`config.mk`:
```
export PLATFORM = sky130hd
export DESIGN_NAME = floor_sequencer_flat
export DESIGN_NICKNAME = d
export VERILOG_FILES = /design/src/rtl/floor_sequencer_if.sv /design/src/rtl/floor_sequencer.sv /design/src/flat_wrapper.sv
export SDC_FILE = /design/constraint.sdc
export NUM_CORES = 1
export LEC_CHECK = 0
export CORE_MARGIN = 2
export CORE_UTILIZATION = 49
export CTS_CLUSTER_DIAMETER = 30
export DETAILED_ROUTE_END_ITERATION = 10
export PLACE_DENSITY_LB_ADDON = 0.25
export SLEW_MARGIN = 30
export SYNTH_ARGS = -nofsm -noshare
export SYNTH_HDL_FRONTEND = slang
export SYNTH_SLANG_ARGS = --single-unit
```
`constraint.sdc`:
```
create_clock -name clk -period 3.7 [get_ports clk]
set_input_delay 0.37 -clock clk [delete_from_list [all_inputs] [get_ports clk]]
set_output_delay 0.37 -clock clk [all_outputs]
set_load 0.05 [all_outputs]
```
`src/rtl/floor_sequencer_if.sv`:
```
// rtl/floor_sequencer_if.sv - sequencer to floor-counter control bundle
interface floor_sequencer_if;
    logic       cnt_en;
    logic       cnt_up_down;
    logic       cnt_load;
    logic [3:0] cnt_data;
    logic [3:0] floor;

    modport master (
        output cnt_en,
        output cnt_up_down,
        output cnt_load,
        output cnt_data,
        input  floor
    );

    modport slave (
        input  cnt_en,
        input  cnt_up_down,
        input  cnt_load,
        input  cnt_data,
        output floor
    );
endinterface

```
`src/rtl/floor_sequencer.sv`:
```
// rtl/floor_sequencer.sv - elevator cabin controller driving the shared BCD floor counter
module floor_sequencer #(
    parameter int NUM_FLOORS  = 10,
    parameter int MOVE_CYCLES = 3,
    parameter int DOOR_CYCLES = 4
) (
    input  logic                  clk,
    input  logic                  reset,
    input  logic [NUM_FLOORS-1:0] call_req,
    input  logic                  maint_load,
    input  logic [3:0]            maint_floor,
    floor_sequencer_if.master     ctr,
    output logic                  door_open,
    output logic                  moving,
    output logic                  dir_up,
    output logic [NUM_FLOORS-1:0] pending
);

    localparam int MAX_CYC = (MOVE_CYCLES > DOOR_CYCLES) ? MOVE_CYCLES : DOOR_CYCLES;
    localparam int TW      = (MAX_CYC > 1) ? $clog2(MAX_CYC) : 1;

    localparam logic [TW-1:0] MOVE_LAST = TW'(MOVE_CYCLES - 1);
    localparam logic [TW-1:0] DOOR_LAST = TW'(DOOR_CYCLES - 1);
    localparam logic [3:0]    TOP_FLOOR = 4'(NUM_FLOORS - 1);

    typedef enum logic [2:0] {
        IDLE = 3'd0,
        MOVE = 3'd1,
        STEP = 3'd2,
        DOOR = 3'd3,
        LOAD = 3'd4
    } state_t;

    state_t                  state, state_n;
    logic [TW-1:0]           timer, timer_n;
    logic                    dir_up_n;
    logic [3:0]              data_q, data_n;
    logic [NUM_FLOORS-1:0]   pending_n;

    logic                    floor_ok;
    logic                    call_here;
    logic                    call_above;
    logic                    call_below;
    logic                    call_ahead;
    logic                    call_behind;
    logic                    step_blocked;
    state_t                  route_state;
    logic                    route_flip;

    // Where the outstanding calls lie relative to the cabin
    always_comb begin
        call_here  = 1'b0;
        call_above = 1'b0;
        call_below = 1'b0;
        for (int i = 0; i < NUM_FLOORS; i++) begin
            if (4'(i) == ctr.floor) call_here  = call_here  | pending[i];
            if (4'(i) >  ctr.floor) call_above = call_above | pending[i];
            if (4'(i) <  ctr.floor) call_below = call_below | pending[i];
        end
    end

    assign floor_ok    = (ctr.floor <= TOP_FLOOR);
    assign call_ahead  = dir_up ? call_above : call_below;
    assign call_behind = dir_up ? call_below : call_above;

    // A step that would push the counter past either end (its wrap) is never started
    assign step_blocked = !floor_ok ||
                          ( dir_up && (ctr.floor == TOP_FLOOR)) ||
                          (!dir_up && (ctr.floor == 4'd0));

    // SCAN routing shared by IDLE and STEP: serve here, keep going, else turn around
    always_comb begin
        route_state = IDLE;
        route_flip  = 1'b0;
        if (!floor_ok) begin
            route_state = IDLE;
        end else if (call_here) begin
            route_state = DOOR;
        end else if (call_ahead) begin
            route_state = MOVE;
        end else if (call_behind) begin
            route_state = MOVE;
            route_flip  = 1'b1;
        end
    end

    // Next-state, timer, direction and preset value
    always_comb begin
        state_n  = state;
        timer_n  = timer;
        dir_up_n = dir_up;
        data_n   = data_q;
        case (state)
            IDLE: begin
                timer_n = '0;
                if (maint_load) begin
                    state_n = LOAD;
                    data_n  = (maint_floor > TOP_FLOOR) ? TOP_FLOOR : maint_floor;
                end else begin
                    state_n  = route_state;
                    dir_up_n = route_flip ? ~dir_up : dir_up;
                end
            end
            MOVE: begin
                if (step_blocked) begin
                    state_n = IDLE;
                    timer_n = '0;
                end else if (timer == MOVE_LAST) begin
                    state_n = STEP;
                    timer_n = '0;
                end else begin
                    timer_n = timer + TW'(1);
                end
            end
            STEP: begin
                timer_n  = '0;
                state_n  = route_state;
                dir_up_n = route_flip ? ~dir_up : dir_up;
            end
            DOOR: begin
                if (timer == DOOR_LAST) begin
                    state_n = IDLE;
                    timer_n = '0;
                end else begin
                    timer_n = timer + TW'(1);
                end
            end
            LOAD: begin
                state_n = IDLE;
                timer_n = '0;
            end
            default: begin
                state_n = IDLE;
                timer_n = '0;
            end
        endcase
    end

    // Call latch: an open door absorbs calls to its own floor; a preset drops all calls
    always_comb begin
        pending_n = pending | call_req;
        for (int i = 0; i < NUM_FLOORS; i++) begin
            if ((state == DOOR) && (4'(i) == ctr.floor)) pending_n[i] = 1'b0;
        end
        if (state_n == LOAD) pending_n = '0;
    end

    // State register
    always_ff @(posedge clk) begin
        if (reset) begin
            state   <= IDLE;
            timer   <= '0;
            dir_up  <= 1'b1;
            data_q  <= 4'd0;
            pending <= '0;
        end else begin
            state   <= state_n;
            timer   <= timer_n;
            dir_up  <= dir_up_n;
            data_q  <= data_n;
            pending <= pending_n;
        end
    end

    assign ctr.cnt_en      = (state == MOVE) && (timer == MOVE_LAST);
    assign ctr.cnt_up_down = dir_up;
    assign ctr.cnt_load    = (state == LOAD);
    assign ctr.cnt_data    = data_q;
    assign door_open       = (state == DOOR);
    assign moving          = (state == MOVE) || (state == STEP);

endmodule

```
`src/flat_wrapper.sv`:
```
// flat-port wrapper written by rule: the top's interface ports become plain ports
module floor_sequencer_flat 
#(
    parameter int NUM_FLOORS  = 10,
    parameter int MOVE_CYCLES = 3,
    parameter int DOOR_CYCLES = 4
)
  (clk, reset, call_req, maint_load, maint_floor, door_open, moving, dir_up, pending, ctr_cnt_en, ctr_cnt_up_down, ctr_cnt_load, ctr_cnt_data, ctr_floor);
  floor_sequencer_if ctr_i ();
  input  logic clk;
  input  logic reset;
  input  logic [NUM_FLOORS-1:0] call_req;
  input  logic maint_load;
  input  logic [3:0] maint_floor;
  output logic door_open;
  output logic moving;
  output logic dir_up;
  output logic [NUM_FLOORS-1:0] pending;
  output wire logic [$bits(ctr_i.cnt_en)-1:0] ctr_cnt_en;
  output wire logic [$bits(ctr_i.cnt_up_down)-1:0] ctr_cnt_up_down;
  output wire logic [$bits(ctr_i.cnt_load)-1:0] ctr_cnt_load;
  output wire logic [$bits(ctr_i.cnt_data)-1:0] ctr_cnt_data;
  input wire logic [$bits(ctr_i.floor)-1:0] ctr_floor;
  assign ctr_cnt_en = ctr_i.cnt_en;
  assign ctr_cnt_up_down = ctr_i.cnt_up_down;
  assign ctr_cnt_load = ctr_i.cnt_load;
  assign ctr_cnt_data = ctr_i.cnt_data;
  assign ctr_i.floor = ctr_floor;
  floor_sequencer #(.NUM_FLOORS(NUM_FLOORS), .MOVE_CYCLES(MOVE_CYCLES), .DOOR_CYCLES(DOOR_CYCLES)) u_core (.clk(clk), .reset(reset), .call_req(call_req), .maint_load(maint_load), .maint_floor(maint_floor), .ctr(ctr_i), .door_open(door_open), .moving(moving), .dir_up(dir_up), .pending(pending));
endmodule
```
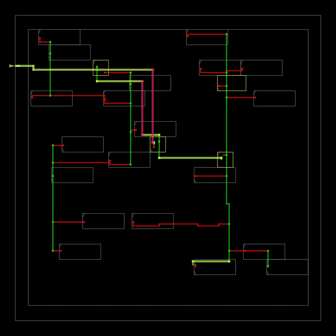
**Above:** clock nets.
clk_lat worst skew: 0.31 ns
clock-net power: 0.000134 W
number of buffers created by CTS: 3
number of sinks handled by clock tree synthesis: 20

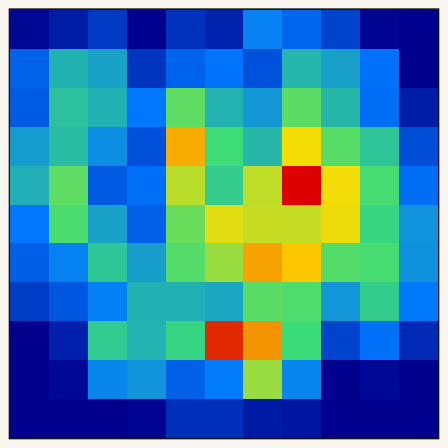
**Above:** wiring heat map.
11 x 11 tiles, from dark blue (low) to red (high), scaled to the fullest tile. Values are wire area over tile area, all layers added.
tiles over half the peak = 24%
densest ninth of the die = middle
mean over tiles = 0.18
nearly empty tiles = 15%
fullest tile = 0.55

==> results_tabular.tex <==
% Yosys + OpenROAD metrics
\begin{tabular}{lr}
\hline
Metric & Value \\
\hline
\multicolumn{2}{l}{\textbf{Run status}} \\
\quad Result of the run & finished clean \\
\multicolumn{2}{l}{\textbf{GRT}} \\
\quad Overflow after GRT & 0 \\
\quad Pin count of the biggest net entering global routing & 20 \\
\quad Layer with the highest usage after global routing & met2 \\
\quad Antenna violations before repair & 0 \\
\quad Global routing met1 resource utilization & 0.295 \\
\multicolumn{2}{l}{\textbf{Timing}} \\
\quad Unrepaired setup endpoints after global routing & no \\
\quad Slew at the pin closest to its max-slew limit & 0.696 ns \\
\quad TNS Setup & 0 ns \\
\multicolumn{2}{l}{\textbf{Cells and area}} \\
\quad Final-stage net count & 210 \\
\quad Biggest Area Class & logic gates \\
\quad Non-clock buffer contribution to total cell area & 0.242 \\
\quad Number of flip-flops under the largest register name & 10 \\
\quad Count of non-CTS inverters in the layout & 6 \\
\quad Core occupancy in the finished layout & 0.682 \\
\quad Combinational cell area excluding buffers and inverters & 761 um\^{}2 \\
\quad Diodes inserted & 0 \\
\multicolumn{2}{l}{\textbf{Power}} \\
\quad Portion of total power attributed to sequential cells & 0.435 \\
\quad Pwr/cell area & 348 nW/um\^{}2 \\
\quad Sw Share & 0.359 \\
\quad LEAKAGE & 0.619 nW \\
\multicolumn{2}{l}{\textbf{Yosys}} \\
\quad Avg Inst Size Synth & 8.34 um\^{}2 \\
\quad Yosys-reported design area after synthesis & 1230 um\^{}2 \\
\quad Count of synthesis-stage warnings from yosys & 0 \\
\quad Cell type with the largest total area after synthesis & sky130\_fd\_sc\_hd\_\_dfxtp\_1 \\
\multicolumn{2}{l}{\textbf{Placement}} \\
\quad Detailed Place HPWL & 2350 um \\
\quad DP Worst Slack & 0.953 ns \\
\quad Routability congestion estimate & 0.889 \\
\multicolumn{2}{l}{\textbf{Floorplan}} \\
\quad Num rows & 18 \\
\quad Number of tap cells added at floorplan & 30 \\
\quad Starting utilization of the core area & 0.508 \\
\multicolumn{2}{l}{\textbf{CTS}} \\
\quad Clock transition at the registers of the reported paths & 0.12 ns \\
\quad Clock Path Buffers & 2 \\
\multicolumn{2}{l}{\textbf{Min path}} \\
\quad Path type of the worst min-delay path & flip-flop to flip-flop \\
\multicolumn{2}{l}{\textbf{Critical path}} \\
\quad Data required time of the worst path & 3.33 ns \\
\quad Data arrival time at the worst-slack endpoint & 2.19 ns \\
\multicolumn{2}{l}{\textbf{Route}} \\
\quad Initial DRC Count & 36 \\
\quad Via/cell ratio & 5.95 \\
\hline
\end{tabular}
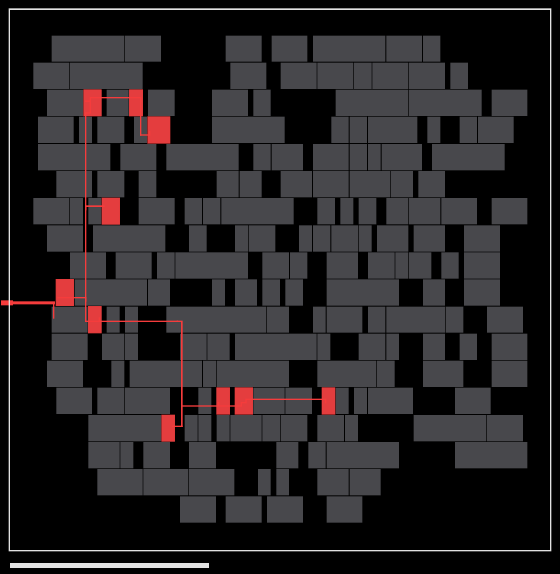
**Above:** I/O nets highlighted.
The bar under the picture is 20 um long.
red -> reset  # bits 1, direction input, edge left, end cells 10, buffers 1, wire 81.4 um

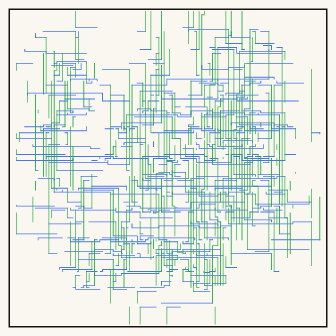
**Above:** signal wires by layer.
Only two layers are drawn.
green -> metal 2  # wire length 1640 um
blue -> metal 1  # wire length 1360 um
number of vias in the routed layout: 1273
post-detailed-routing wire length: 3240 um
aggregate global-route resource usage: 0.243
wire length per cell: 15.1 um

No activity file was given, so power comes from the tool's default toggle rates.
